run_1/layer_met1.png
The bar under the picture is 20 µm long.
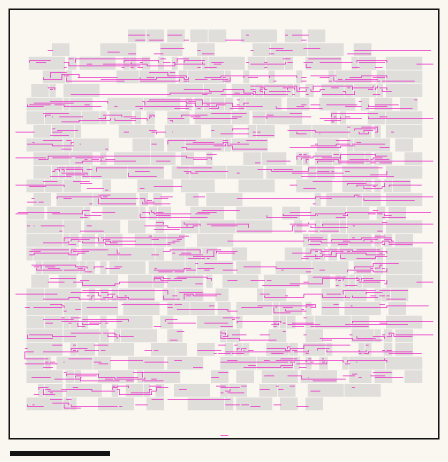
run_1/layer_met2.png
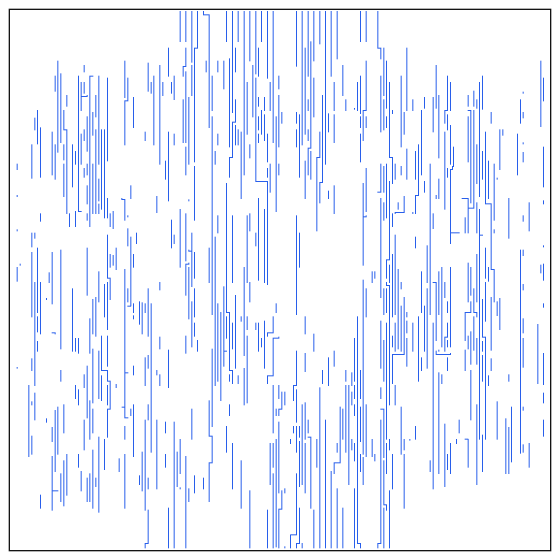
run_1/layer_met3.png
The bar under the picture is 20 µm long.
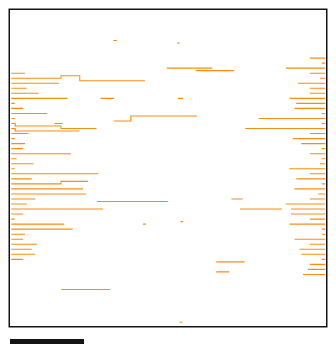
run_1/clocks.png
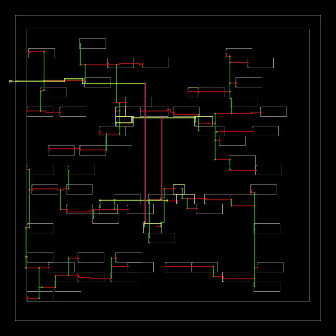
## src/rtl/cpu_bus_arbiter_pkg.sv

```systemverilog
// Shared encodings for the two-master memory port arbiter.
package cpu_bus_arbiter_pkg;

  localparam int unsigned DEF_DATA_WIDTH  = 8;
  localparam int unsigned DEF_ADDR_WIDTH  = 24;
  localparam int unsigned DEF_WAIT_STATES = 1;

  localparam logic WHICH_READ  = 1'b0;
  localparam logic WHICH_WRITE = 1'b1;

  localparam logic REQ_IDX_R0 = 1'b0;
  localparam logic REQ_IDX_R1 = 1'b1;

  typedef enum logic {
    ST_IDLE   = 1'b0,
    ST_ACCESS = 1'b1
  } arb_state_e;

  // Wait counter must hold WAIT_STATES without truncation and is never zero-width.
  function automatic int unsigned cnt_width(input int unsigned ws);
    return (ws < 1) ? 1 : $clog2(ws + 1);
  endfunction

endpackage

```

## src/rtl/cpu_bus_arbiter_if.sv

```systemverilog
// Bundle of both requester channels and the shared memory port.
interface cpu_bus_arbiter_if #(
  parameter int unsigned DATA_WIDTH = 8,
  parameter int unsigned ADDR_WIDTH = 24
);

  logic                  r0_req;
  logic                  r0_which;
  logic [ADDR_WIDTH-1:0] r0_addr;
  logic [DATA_WIDTH-1:0] r0_wdata;
  logic [DATA_WIDTH-1:0] r0_rdata;
  logic                  r0_ack;

  logic                  r1_req;
  logic                  r1_which;
  logic [ADDR_WIDTH-1:0] r1_addr;
  logic [DATA_WIDTH-1:0] r1_wdata;
  logic [DATA_WIDTH-1:0] r1_rdata;
  logic                  r1_ack;

  logic                  mem_req;
  logic                  mem_which;
  logic [ADDR_WIDTH-1:0] mem_addr;
  logic [DATA_WIDTH-1:0] mem_wdata;
  logic [DATA_WIDTH-1:0] mem_rdata;

  // Arbiter side.
  modport slave (
    input  r0_req, r0_which, r0_addr, r0_wdata,
    output r0_rdata, r0_ack,
    input  r1_req, r1_which, r1_addr, r1_wdata,
    output r1_rdata, r1_ack,
    output mem_req, mem_which, mem_addr, mem_wdata,
    input  mem_rdata
  );

  // Requester and memory side.
  modport master (
    output r0_req, r0_which, r0_addr, r0_wdata,
    input  r0_rdata, r0_ack,
    output r1_req, r1_which, r1_addr, r1_wdata,
    input  r1_rdata, r1_ack,
    input  mem_req, mem_which, mem_addr, mem_wdata,
    output mem_rdata
  );

endinterface

```

## src/rtl/cpu_bus_arbiter_bus_rr_pick.sv

```systemverilog
// Two-way round-robin selector: on a tie, the requester not granted last wins.
module bus_rr_pick
  import cpu_bus_arbiter_pkg::*;
(
  input  logic [1:0] req,
  input  logic       last_gnt,
  output logic       gnt_valid_c,
  output logic       gnt_idx_c
);

  always_comb begin
    gnt_valid_c = |req;
    gnt_idx_c   = REQ_IDX_R0;
    if (req == 2'b11) begin
      gnt_idx_c = ~last_gnt;
    end else if (req[1]) begin
      gnt_idx_c = REQ_IDX_R1;
    end
  end

endmodule

```

## src/rtl/cpu_bus_arbiter.sv

```systemverilog
// Round-robin arbiter sharing one synchronous memory port between two masters.
module cpu_bus_arbiter
  import cpu_bus_arbiter_pkg::*;
#(
  parameter int unsigned DATA_WIDTH  = DEF_DATA_WIDTH,
  parameter int unsigned ADDR_WIDTH  = DEF_ADDR_WIDTH,
  parameter int unsigned WAIT_STATES = DEF_WAIT_STATES
) (
  input  logic               clk,
  input  logic               rst,
  cpu_bus_arbiter_if.slave   bus
);

  localparam int unsigned CNT_W = cnt_width(WAIT_STATES);

  arb_state_e            state_q, state_d;
  logic [CNT_W-1:0]      wait_cnt_q, wait_cnt_d;
  logic                  last_q, last_d;
  logic                  gnt_idx_q, gnt_idx_d;
  logic                  mem_req_q, mem_req_d;
  logic                  mem_which_q, mem_which_d;
  logic [ADDR_WIDTH-1:0] mem_addr_q, mem_addr_d;
  logic [DATA_WIDTH-1:0] mem_wdata_q, mem_wdata_d;
  logic                  r0_ack_q, r0_ack_d;
  logic                  r1_ack_q, r1_ack_d;
  logic [DATA_WIDTH-1:0] r0_rdata_q, r0_rdata_d;
  logic [DATA_WIDTH-1:0] r1_rdata_q, r1_rdata_d;

  logic gnt_valid_c;
  logic gnt_idx_c;

  bus_rr_pick u_pick (
    .req         ({bus.r1_req, bus.r0_req}),
    .last_gnt    (last_q),
    .gnt_valid_c (gnt_valid_c),
    .gnt_idx_c   (gnt_idx_c)
  );

  // Next-state and output logic.
  always_comb begin
    state_d     = state_q;
    wait_cnt_d  = wait_cnt_q;
    last_d      = last_q;
    gnt_idx_d   = gnt_idx_q;
    mem_req_d   = mem_req_q;
    mem_which_d = mem_which_q;
    mem_addr_d  = mem_addr_q;
    mem_wdata_d = mem_wdata_q;
    r0_ack_d    = 1'b0;
    r1_ack_d    = 1'b0;
    r0_rdata_d  = r0_rdata_q;
    r1_rdata_d  = r1_rdata_q;

    case (state_q)
      ST_IDLE: begin
        if (gnt_valid_c) begin
          state_d    = ST_ACCESS;
          mem_req_d  = 1'b1;
          gnt_idx_d  = gnt_idx_c;
          wait_cnt_d = CNT_W'(WAIT_STATES);
          if (gnt_idx_c == REQ_IDX_R1) begin
            mem_which_d = bus.r1_which;
            mem_addr_d  = bus.r1_addr;
            mem_wdata_d = bus.r1_wdata;
          end else begin
            mem_which_d = bus.r0_which;
            mem_addr_d  = bus.r0_addr;
            mem_wdata_d = bus.r0_wdata;
          end
        end
      end

      ST_ACCESS: begin
        if (wait_cnt_q != '0) begin
          wait_cnt_d = wait_cnt_q - CNT_W'(1);
        end else begin
          // Final memory cycle: mem_rdata is valid now.
          state_d   = ST_IDLE;
          mem_req_d = 1'b0;
          last_d    = gnt_idx_q;
          if (gnt_idx_q == REQ_IDX_R1) begin
            r1_ack_d = 1'b1;
            if (mem_which_q == WHICH_READ) r1_rdata_d = bus.mem_rdata;
          end else begin
            r0_ack_d = 1'b1;
            if (mem_which_q == WHICH_READ) r0_rdata_d = bus.mem_rdata;
          end
        end
      end

      default: state_d = ST_IDLE;
    endcase
  end

  // State and output registers.
  always_ff @(posedge clk) begin
    if (rst) begin
      state_q     <= ST_IDLE;
      wait_cnt_q  <= '0;
      last_q      <= REQ_IDX_R1;
      gnt_idx_q   <= REQ_IDX_R0;
      mem_req_q   <= 1'b0;
      mem_which_q <= WHICH_READ;
      mem_addr_q  <= '0;
      mem_wdata_q <= '0;
      r0_ack_q    <= 1'b0;
      r1_ack_q    <= 1'b0;
      r0_rdata_q  <= '0;
      r1_rdata_q  <= '0;
    end else begin
      state_q     <= state_d;
      wait_cnt_q  <= wait_cnt_d;
      last_q      <= last_d;
      gnt_idx_q   <= gnt_idx_d;
      mem_req_q   <= mem_req_d;
      mem_which_q <= mem_which_d;
      mem_addr_q  <= mem_addr_d;
      mem_wdata_q <= mem_wdata_d;
      r0_ack_q    <= r0_ack_d;
      r1_ack_q    <= r1_ack_d;
      r0_rdata_q  <= r0_rdata_d;
      r1_rdata_q  <= r1_rdata_d;
    end
  end

  assign bus.mem_req   = mem_req_q;
  assign bus.mem_which = mem_which_q;
  assign bus.mem_addr  = mem_addr_q;
  assign bus.mem_wdata = mem_wdata_q;
  assign bus.r0_ack    = r0_ack_q;
  assign bus.r1_ack    = r1_ack_q;
  assign bus.r0_rdata  = r0_rdata_q;
  assign bus.r1_rdata  = r1_rdata_q;

endmodule

```

## src/flat_wrapper.sv

```systemverilog
// flat-port wrapper written by rule: the top's interface ports become plain ports
module cpu_bus_arbiter_flat import cpu_bus_arbiter_pkg::*;
#(
  parameter int unsigned DATA_WIDTH  = DEF_DATA_WIDTH,
  parameter int unsigned ADDR_WIDTH  = DEF_ADDR_WIDTH,
  parameter int unsigned WAIT_STATES = DEF_WAIT_STATES
)
  (clk, rst, bus_r0_req, bus_r0_which, bus_r0_addr, bus_r0_wdata, bus_r0_rdata, bus_r0_ack, bus_r1_req, bus_r1_which, bus_r1_addr, bus_r1_wdata, bus_r1_rdata, bus_r1_ack, bus_mem_req, bus_mem_which, bus_mem_addr, bus_mem_wdata, bus_mem_rdata);
  cpu_bus_arbiter_if #(.DATA_WIDTH(DATA_WIDTH), .ADDR_WIDTH(ADDR_WIDTH)) bus_i ();
  input  logic clk;
  input  logic rst;
  input wire logic [$bits(bus_i.r0_req)-1:0] bus_r0_req;
  input wire logic [$bits(bus_i.r0_which)-1:0] bus_r0_which;
  input wire logic [$bits(bus_i.r0_addr)-1:0] bus_r0_addr;
  input wire logic [$bits(bus_i.r0_wdata)-1:0] bus_r0_wdata;
  output wire logic [$bits(bus_i.r0_rdata)-1:0] bus_r0_rdata;
  output wire logic [$bits(bus_i.r0_ack)-1:0] bus_r0_ack;
  input wire logic [$bits(bus_i.r1_req)-1:0] bus_r1_req;
  input wire logic [$bits(bus_i.r1_which)-1:0] bus_r1_which;
  input wire logic [$bits(bus_i.r1_addr)-1:0] bus_r1_addr;
  input wire logic [$bits(bus_i.r1_wdata)-1:0] bus_r1_wdata;
  output wire logic [$bits(bus_i.r1_rdata)-1:0] bus_r1_rdata;
  output wire logic [$bits(bus_i.r1_ack)-1:0] bus_r1_ack;
  output wire logic [$bits(bus_i.mem_req)-1:0] bus_mem_req;
  output wire logic [$bits(bus_i.mem_which)-1:0] bus_mem_which;
  output wire logic [$bits(bus_i.mem_addr)-1:0] bus_mem_addr;
  output wire logic [$bits(bus_i.mem_wdata)-1:0] bus_mem_wdata;
  input wire logic [$bits(bus_i.mem_rdata)-1:0] bus_mem_rdata;
  assign bus_i.r0_req = bus_r0_req;
  assign bus_i.r0_which = bus_r0_which;
  assign bus_i.r0_addr = bus_r0_addr;
  assign bus_i.r0_wdata = bus_r0_wdata;
  assign bus_r0_rdata = bus_i.r0_rdata;
  assign bus_r0_ack = bus_i.r0_ack;
  assign bus_i.r1_req = bus_r1_req;
  assign bus_i.r1_which = bus_r1_which;
  assign bus_i.r1_addr = bus_r1_addr;
  assign bus_i.r1_wdata = bus_r1_wdata;
  assign bus_r1_rdata = bus_i.r1_rdata;
  assign bus_r1_ack = bus_i.r1_ack;
  assign bus_mem_req = bus_i.mem_req;
  assign bus_mem_which = bus_i.mem_which;
  assign bus_mem_addr = bus_i.mem_addr;
  assign bus_mem_wdata = bus_i.mem_wdata;
  assign bus_i.mem_rdata = bus_mem_rdata;
  cpu_bus_arbiter #(.DATA_WIDTH(DATA_WIDTH), .ADDR_WIDTH(ADDR_WIDTH), .WAIT_STATES(WAIT_STATES)) u_core (.clk(clk), .rst(rst), .bus(bus_i));
endmodule
```

## config.mk

```make
export PLATFORM = sky130hd
export DESIGN_NAME = cpu_bus_arbiter_flat
export DESIGN_NICKNAME = d
export VERILOG_FILES = /design/src/rtl/cpu_bus_arbiter_pkg.sv /design/src/rtl/cpu_bus_arbiter_if.sv /design/src/rtl/cpu_bus_arbiter_bus_rr_pick.sv /design/src/rtl/cpu_bus_arbiter.sv /design/src/flat_wrapper.sv
export SDC_FILE = /design/constraint.sdc
export NUM_CORES = 1
export LEC_CHECK = 0
export CAP_MARGIN = 10
export CORE_MARGIN = 3
export CORE_UTILIZATION = 39
export CTS_CLUSTER_DIAMETER = 100
export DETAILED_ROUTE_END_ITERATION = 10
export PLACE_DENSITY = 0.86
export SYNTH_ARGS = -nofsm -noshare
export SYNTH_HDL_FRONTEND = slang
export SYNTH_SLANG_ARGS = --single-unit
```

## constraint.sdc

```tcl
create_clock -name clk -period 1.5 [get_ports clk]
set_input_delay 0.225 -clock clk [delete_from_list [all_inputs] [get_ports clk]]
set_output_delay 0.225 -clock clk [all_outputs]
set_load 0.1 [all_outputs]
```

==> results.toml, run 1 <==
# flow metrics
[status]
status = "finished clean"

[critical_path]
r2r-end = "u_core.bus.r0_rdata[3]"
slowest_stage = "clkdlybuf4s50_1"
critical_path_class = "input pin to flip-flop"
max_stage_delay_ns = 0.67
path_delay_family = "buffers and inverters"
crit_path_end_kind = "flip-flop"
path_max_fanout = 20
r2r_start = "u_core.wait_cnt_q"
reg2reg_slack_ns = 0.11
crit_buf_inv = 2
endpoint = "u_core.bus.mem_addr[11]"
crit_path_start_kind = "input pin"
crit_chain = "clkdlybuf4s50_1 > o21ba_2 > buf_12 > nor2_1 > a211oi_1"
crit_start = "bus_r0_req"
cp.arrival_ns = 1.62
r2r_cells = 3
crit_cells = 5
critical_path_required_ns = 1.72

[detailed_routing]
vias = 2474
drt_first_iter_violations = 54
ant_nets = 0
first_pass_iters = 4
wl_per_cell_um = 15.6
viasPerCell = 5.18
drc = 0

[yosys]
ys_sh_xor = 0
syn_avg_cell_area_um2 = 9.08
synth.area.mux_share = 0.0326
ys_sh_simple = 0.178
ys_cells = 271
ys_sh_adder = 0
ys.warnings.count = 0
synth.cell_area_um2 = 2460
synth_cell_type_count = 25
ys_sh_aoi = 0.276
ys_ff = 56
fp_nets = 349
synth.logic.top_family = "AND-OR/OR-AND gates"
most_common_cell = "dfxtp_1"
yosys.stat.chipArea_um2 = 2460
syn_inst = 271
top_area_cell = "dfxtp_1"
ys_seq_share = 0.456
synthTopCellsByCount = "56 x dfxtp_1, 49 x nand2_1, 43 x nor2_1"
yosys.area.top_type_share = 0.456
async_reset_ff_frac = 0
ff_type = "dfxtp_1"
area_leaders = "dfxtp_1 46%, a211oi_2 15%, a21oi_1 8.3%"
synth-edff-count = 0

[place]
port-buffer-count = 129
gp_congestion = 0.788
dp_hpwl_um = 5760

[final_timing]
fin_crit_ns = 1.40
tightest_slew_ns = 0.582
fmax_mhz = 715
final_hold_viol_count = 0
final.setup.tns_ns = 0
rsz0062_at_grt = "false"
max-slew-margin-rel = 0.612
period_used_share = 0.933
slew_violations = 0
setup_violations = 0

[global_routing]
grt_pass1_wl_um = 12200
grt_usage = 0.206
grt_pass1_vias = 2594
antenna_found_initial = 0
grt_max_degree = 25
overflow = 0

[pwr]
p_total_mw = 4.75
seqPwrFrac = 0.369
clkPwrFrac = 0.176
vdd_drop_max_mv = 0.696
sw_frac_of_total = 0.404
powerDensity_nw_per_um2 = 1040
p_int_mw = 2.83
leakagePower_nw = 1.78
power_switching_mw = 1.92
combinationalPowerShare = 0.455

[flow_run]
cap_violations = 0
openroad.warnings = 26

[clock_tree]
cts_resized = 0
tritoncts = "yes"
clk_path_buf_depth = 2
root_buffer = "clkbuf_8"
cts_sinks = 56
cts_setup_buffers = 0
htreeDepth = 2
cts.clk_slew.worst_paths_ns = 0.10
cts_hold_buf = 0
clock_latency_ns = 0.31

[cells_and_area]
nNonClkInverters = 0
num-multi-input-gates = 192
nNonClkBuffers = 147
buf_share = 0.451
final_util = 0.756
largest_class = "non-clock buffers"
comb_area_um2 = 1190
drive_above_1_share = 0.288
diodes = 0
layout.nets = 480
n_fill_cell = 397
clk_share = 0.0203
seq_area_frac = 0.246
syn_to_final_growth_pct = 85.3
regArea_um2 = 1120
largest_reg_flops = 24
comb_share = 0.262

[die]
tapCellCount = 75
io_pins = 130
rows = 28
fp_util = 0.408
coreArea_um2 = 6030
die_y_um = 85.4
die_w_um = 85.4
die_area_um2 = 7300

[min_path]
hp-class = "input pin to flip-flop"
whs_path_depth = 2
About layer_met1.png:
- wire length on this layer: 2980 µm
- main direction: horizontal
- share of all routed wire: 40%
- nets with wire on the layer: 400
- longest straight run: 27.6 µm
Total Wirelength: 7440 µm
GR Util met1: 0.253

About layer_met2.png:
- wire length on this layer: 3630 µm
- nets with wire on the layer: 426
- main direction: vertical
- share of all routed wire: 49%

About layer_met3.png:
- longest straight run: 24.6 µm
- nets with wire on the layer: 94
- main direction: horizontal
- share of all routed wire: 9.5%

About clocks.png:
Clock Skews: 0.00882 ns
clock buffer count: 5
seq_cells: 56
CTS buffer count: 5

## run 1: routing by layer
layer | GRT usage | wire [µm] | up-vias
li1 | - | - | 1195
met1 | 0.253 | 2980 | 1158
met2 | 0.343 | 3630 | 111
met3 | 0.0670 | 709 | 10
met4 | 0.0647 | 119 | 0
met5 | 0 | 0 | -
## run 1: through the flow
stage,instances,hold slack [ns],setup slack (ns),area (µm²)
floorplan,271,0.361,0.0632,2460
global placement,470,0.480,-0.160,4470
detailed placement,470,0.489,-0.232,4470
CTS,478,0.372,0.0885,4560
global route,478,0.398,0.0314,4560
finish,478,0.387,0.101,4560
## run 1: layout by cell type, fill, tap and decap left out, drive strengths merged
cell	count
a21bo	1
a211o	1
a21boi	1
o21bai	1
or4b	1
a2bb2oi	1
nor4b	1
clkdlybuf4s50	76
a21oi	41
and4bb	1
clkinvlp	2
a211oi	33
nor2	43
nor3b	1
nand2	49
nor2b	2
nor3	5
clkbuf	5
o21ba	1
buf	71
dfxtp	56
mux2i	8
and3b	1
clkinv	1
## run 1: power groups by stage
stage	Sequential, mW	Combinational (mW)	Clock [mW]
finish	1.75	2.16	0.837
floorplan	2.56	0.457	0
CTS	1.75	2.17	0.871
global route	1.77	2.25	0.918
detailed placement	1.79	2.17	0
global placement	1.78	2.14	0
## run 1: how the worst min path moves through the flow
stage	start	to	slack, ns
3_3_place_gp	u_core.bus.r0_rdata[6]	u_core.bus.r0_rdata[6]	0.48
3_5_place_dp	u_core.bus.r0_rdata[6]	u_core.bus.r0_rdata[6]	0.49
6_report	rst	u_core.bus.r1_rdata[2]	0.39
4_1_cts	rst	u_core.bus.r1_rdata[6]	0.37
2_1_floorplan	bus_mem_rdata[0]	u_core.bus.r0_rdata[0]	0.36
5_1_grt	rst	u_core.bus.r1_rdata[3]	0.40
==> inputs of run 2 (changes only) <==
--- a/config.mk
+++ b/config.mk
@@ -6,7 +6,6 @@
 export NUM_CORES = 1
 export LEC_CHECK = 0
 export CAP_MARGIN = 10
-export CORE_MARGIN = 3
 export CORE_UTILIZATION = 39
 export CTS_CLUSTER_DIAMETER = 100
 export DETAILED_ROUTE_END_ITERATION = 10
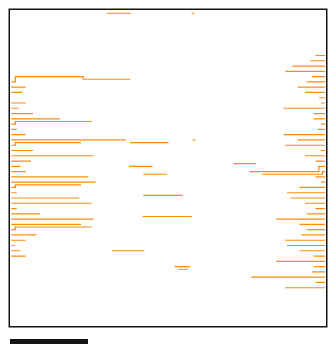
run_2/layer_met3.png
The bar under the picture is 20 µm long.
- wire length on this layer: 702 µm
- longest straight run: 29.2 µm
- nets with wire on the layer: 85

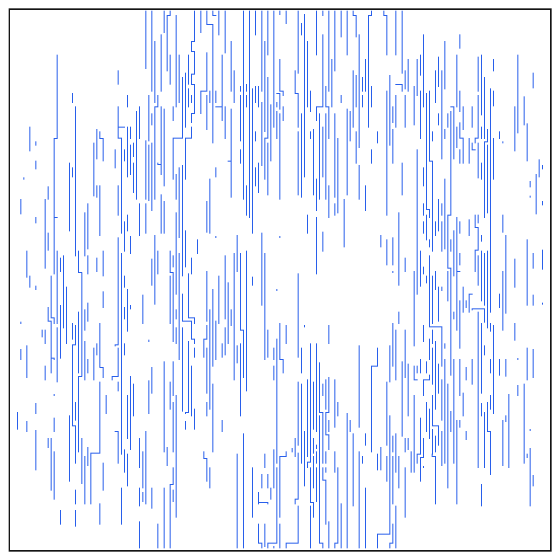
run_2/layer_met2.png
- main direction: vertical
- nets with wire on the layer: 427

==> results.toml, run 2 <==
# flow metrics
[status]
status = "finished clean"

[place]
pre_cts_slack_ns = -0.191
dp.cells = 465
gp_congestion = 0.760
place_area_um2 = 4400
port-buffer-count = 129
dp_hpwl_um = 5540

[die]
rows = 28
die_w_um = 81.4
io_pins = 130
coreArea_um2 = 5990
die_y_um = 81.4
die_area_um2 = 6630
fp_util = 0.411

[yosys]
yosys.area.top_type_share = 0.456
most_common_cell = "dfxtp_1"
syn_avg_cell_area_um2 = 9.08
synth.cell_area_um2 = 2460
synth_cell_type_count = 25
ff_type = "dfxtp_1"
synth-edff-count = 0
top_area_cell = "dfxtp_1"
ys.warnings.count = 0
syn_inst = 271
synthTopCellsByCount = "56 x dfxtp_1, 49 x nand2_1, 43 x nor2_1"
fp_nets = 349
area_leaders = "dfxtp_1 46%, a211oi_2 15%, a21oi_1 8.3%"
yosys.stat.chipArea_um2 = 2460
ys_seq_share = 0.456
ys_ff = 56
ys_cells = 271
async_reset_ff_frac = 0

[global_routing]
grt_max_degree = 31
antenna_found_initial = 0
grt_usage = 0.224
grt_pass1_wl_um = 11400
overflow = 0
grt_pass1_vias = 2580

[min_path]
hp-class = "input pin to flip-flop"
hold_start = "rst"
whs_path_depth = 2
worstHoldEndpoint = "u_core.bus.r1_rdata[3]"

[clock_tree]
root_buffer = "clkbuf_8"
tritoncts = "yes"
clk_path_buf_depth = 2
htreeDepth = 2
cts.clk_slew.worst_paths_ns = 0.10
cts_sinks = 56
cts_buffers = 5
clock_latency_ns = 0.31

[final_timing]
fin_crit_ns = 1.38
fmax_mhz = 723
hold_slack_ns = 0.354
clock_skew_ns = 0.00884
rsz0062_at_grt = "false"
slew_violations = 0
period_used_share = 0.922
final_hold_viol_count = 0
setup_slack_ns = 0.117
max-slew-margin-rel = 0.674
setup_violations = 0
tightest_slew_ns = 0.489
final.setup.tns_ns = 0

[critical_path]
crit_path_start_kind = "input pin"
r2r-end = "u_core.bus.r1_rdata[1]"
endpoint = "u_core.bus.mem_addr[12]"
r2r_start = "u_core.state_q"
path_max_fanout = 14
r2r_cells = 3
crit_start = "bus_r0_req"
crit_chain = "clkdlybuf4s50_1 > a21boi_4 > buf_12 > a21oi_1 > a211oi_1"
crit_path_end_kind = "flip-flop"
max_stage_delay_ns = 0.58
cp.arrival_ns = 1.60
critical_path_class = "input pin to flip-flop"
critical_path_required_ns = 1.72
slowest_stage = "clkdlybuf4s50_1"
reg2reg_slack_ns = 0.13

[cells_and_area]
layout_top_cells = "76 x clkdlybuf4s50_1, 59 x buf_12, 55 x dfxtp_1, 49 x nand2_1, 43 x nor2_1"
drive_above_1_share = 0.281
largest_reg_flops = 24
fin_cells = 473
final_common_cell = "clkdlybuf4s50_1"
fin_area_um2 = 4500
layout.nets = 475
diodes = 0
syn_to_final_growth_pct = 82.9
final_util = 0.751

[pwr]
powerDensity_nw_per_um2 = 1050
combinationalPowerShare = 0.447
p_int_mw = 2.80
power_switching_mw = 1.92
seqPwrFrac = 0.373
clkPwrFrac = 0.179
sw_frac_of_total = 0.407
leakagePower_nw = 1.74
vdd_drop_max_mv = 0.627
p_total_mw = 4.73

[detailed_routing]
drc = 0
first_pass_iters = 4
vias = 2457
ant_nets = 0
drt_first_iter_violations = 92
wl_per_cell_um = 15.3
drt-total-wl_um = 7250
viasPerCell = 5.19

[flow_run]
cap_violations = 0
openroad.warnings = 26
==> run 2: cell count changes in the layout (fill, tap and decap cells not counted) <==
| cell | change |
|---|---|
| buf_12 | -2 |
| buf_4 | -3 |
| or4b_4 | +1 |
| or4b_1 | -1 |
==> run 2: power groups by stage <==
stage / clock [mW] / combinational (mW) / sequential (mW)
2_1_floorplan: 0 / 0.457 / 2.56
4_1_cts: 0.865 / 2.13 / 1.76
5_1_grt: 0.930 / 2.21 / 1.78
3_3_place_gp: 0 / 2.09 / 1.79
6_report: 0.847 / 2.11 / 1.76
3_5_place_dp: 0 / 2.12 / 1.80
==> run 2: logic make-up after synthesis <==
kind of cell           count (synthesis)  synth area share
buffers and inverters                 23            0.0585
and+or+nand+nor                      104             0.178
muxes                                  8            0.0326
AOI/OAI and AO/OA                     80             0.276
DFF                                   56             0.456
==> run 2: final cells by class <==
type	instances	area, µm²
clock inverters	3	23.8
multi-input cells	192	1200
repair buffers	142	1990
fillers	396	1490
well taps	75	93.8
flip-flops and latches	56	1120
clock buffers	5	68.8
==> run 2: per-layer routing <==
layer	up-vias	global-route usage	wire length, µm
li1	1181	-	-
met1	1173	0.233	2790
met2	95	0.408	3670
met3	8	0.0878	701
met4	0	0.0714	82
met5	-	0	0
==> run 2: what timing repair did <==
item                                    4_1_cts  5_1_grt
gates resized                                 0        1
endpoints found under the setup margin        0        2
buffers inserted                              0        0
hold buffers                                  0        0
==> run 2: worst max-delay path, delay by kind of cell <==
family | cells | cell delay (ns)
AND-OR/OR-AND | 3 | 0.62
buffers and inverters | 2 | 0.74
==> inputs of run 3 (changes only) <==
--- a/config.mk
+++ b/config.mk
@@ -7,7 +7,7 @@
 export LEC_CHECK = 0
 export CAP_MARGIN = 10
 export CORE_UTILIZATION = 39
-export CTS_CLUSTER_DIAMETER = 100
+export CTS_CLUSTER_DIAMETER = 120
 export DETAILED_ROUTE_END_ITERATION = 10
 export PLACE_DENSITY = 0.86
 export SYNTH_ARGS = -nofsm -noshare
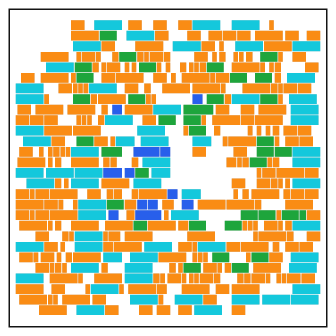
run_3/sizes.png
- _3 and _4 cells: blue (cells 12)
- _6 and larger: cyan (cells 64)
- _2 cells: green (cells 36)
- _0 and _1 cells: orange (cells 286)
Syn-to-layout area delta: 82.9%
Worst Setup Slack, final: 0.117 ns
Plain + repair buffers: 142

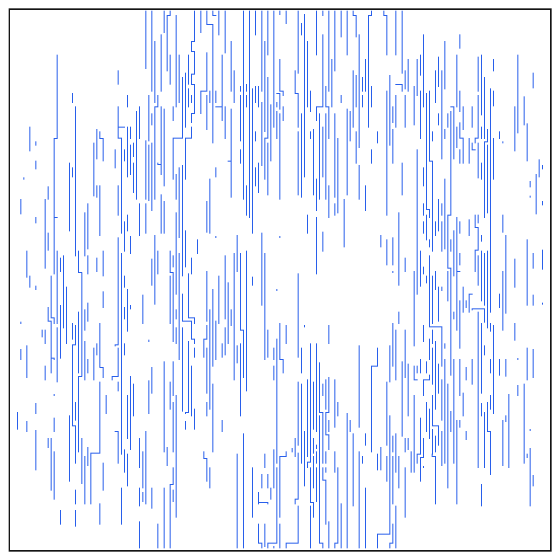
run_3/layer_met2.png
- longest straight run: 33.7 µm
- wire length on this layer: 3670 µm
- main direction: vertical
- share of all routed wire: 51%
- nets with wire on the layer: 427

==> results.toml, run 3 <==
# flow metrics
[status]
status = "finished clean"

[die]
die_area_um2 = 6630
io_pins = 130
die_w_um = 81.4
rows = 28
die_y_um = 81.4
fp_util = 0.411
coreArea_um2 = 5990

[cells_and_area]
layout.nets = 475
fin_cells = 473
fin_area_um2 = 4500
final_common_cell = "clkdlybuf4s50_1"

[yosys]
yosys.area.top_type_share = 0.456
syn_inst = 271
ys_cells = 271
synth-edff-count = 0
synth_cell_type_count = 25
most_common_cell = "dfxtp_1"
top_area_cell = "dfxtp_1"
synth.cell_area_um2 = 2460
fp_nets = 349
yosys.stat.chipArea_um2 = 2460
syn_avg_cell_area_um2 = 9.08
ys_ff = 56

[flow_run]
cap_violations = 0

[final_timing]
tightest_slew_ns = 0.489
clock_skew_ns = 0.00884
max-slew-margin-rel = 0.674
setup_violations = 0
fmax_mhz = 723
slew_violations = 0

[place]
place_area_um2 = 4400
gp_congestion = 0.760
dp.cells = 465
port-buffer-count = 129

[global_routing]
overflow = 0
grt_max_degree = 31
grt_pass1_vias = 2580

[min_path]
hp-class = "input pin to flip-flop"

[pwr]
powerClk_uw = 847
combinationalPowerShare = 0.447
sw_frac_of_total = 0.407
p_total_mw = 4.73
clkPwrFrac = 0.179
vdd_drop_max_mv = 0.627
p_comb_mw = 2.11
seq_power_mw = 1.76
leakagePower_nw = 1.74
powerDensity_nw_per_um2 = 1050

[detailed_routing]
met3_length_um = 701
ant_nets = 0
drt_first_iter_violations = 92
m1WireLength_um = 2790
viasPerCell = 5.19
vias = 2457
drt-total-wl_um = 7250
dr.max_layer_used = "met4"

[critical_path]
slowest_stage = "clkdlybuf4s50_1"
path_max_fanout = 14
crit_buf_inv = 2
crit_path_start_kind = "input pin"
crit_path_end_kind = "flip-flop"
path_delay_family = "buffers and inverters"
cp.arrival_ns = 1.60
max_stage_delay_ns = 0.58
crit_chain = "clkdlybuf4s50_1 > a21boi_4 > buf_12 > a21oi_1 > a211oi_1"
critical_path_class = "input pin to flip-flop"

[clock_tree]
cts.clk_slew.worst_paths_ns = 0.10
root_buffer = "clkbuf_8"
clk_path_buf_depth = 2
clock_latency_ns = 0.31
htreeDepth = 2
tritoncts = "yes"
cts_setup_buffers = 0
==> run 3: cell counts after synthesis <==
No cell type changed its count.
==> run 3: routing by layer <==
layer,vias up,global-route usage
li1,1181,-
met4,0,0.0714
met5,-,0
met2,95,0.408
met1,1173,0.233
met3,8,0.0878
==> run 3: metrics by stage <==
step / util / TNS [ns] / setup slack [ns] / hold slack [ns]
after detailed placement: 0.735 / -5.81 / -0.191 / 0.483
after global routing: 0.751 / 0 / 0.0552 / 0.363
after global placement: 0.735 / -4.05 / -0.134 / 0.480
final: 0.751 / 0 / 0.117 / 0.354
after CTS: 0.750 / 0 / 0.0696 / 0.350
after floorplan: - / 0 / 0.0632 / 0.361
==> run 3: area by class of cell <==
class / instances / area, µm² / share of cell area
clock buffers: 5 / 68.8 / 0.0153
clock inverters: 3 / 23.8 / 0.00528
multi-input cells: 192 / 1200 / 0.266
flip-flops and latches: 56 / 1120 / 0.249
well taps: 75 / 93.8 / 0.0209
repair buffers: 142 / 1990 / 0.443
==> run 3: path summary, 6_finish.rpt <==
path | start | to | slack (ns) | cells after the start
max | bus_r0_req | u_core.bus.mem_addr[12] | 0.12 | 5
min | rst | u_core.bus.r1_rdata[3] | 0.35 | 2
max reg2reg | u_core.state_q | u_core.bus.r1_rdata[1] | 0.13 | 3
min reg2reg | u_core.bus.r0_rdata[2] | u_core.bus.r0_rdata[2] | 0.50 | 2
==> run 3: kinds of logic after synthesis <==
group | Yosys count | share of synthesized area
and+or+nand+nor | 104 | 0.178
AOI/OAI and AO/OA | 80 | 0.276
DFF | 56 | 0.456
buffers and inverters | 23 | 0.0585
muxes | 8 | 0.0326
==> run 3: repair_timing <==
action                                  CTS  global route
endpoints found under the setup margin    0             2
resized                                   0             1
hold buffers                              0             0
Power and IR drop assume default switching activity.
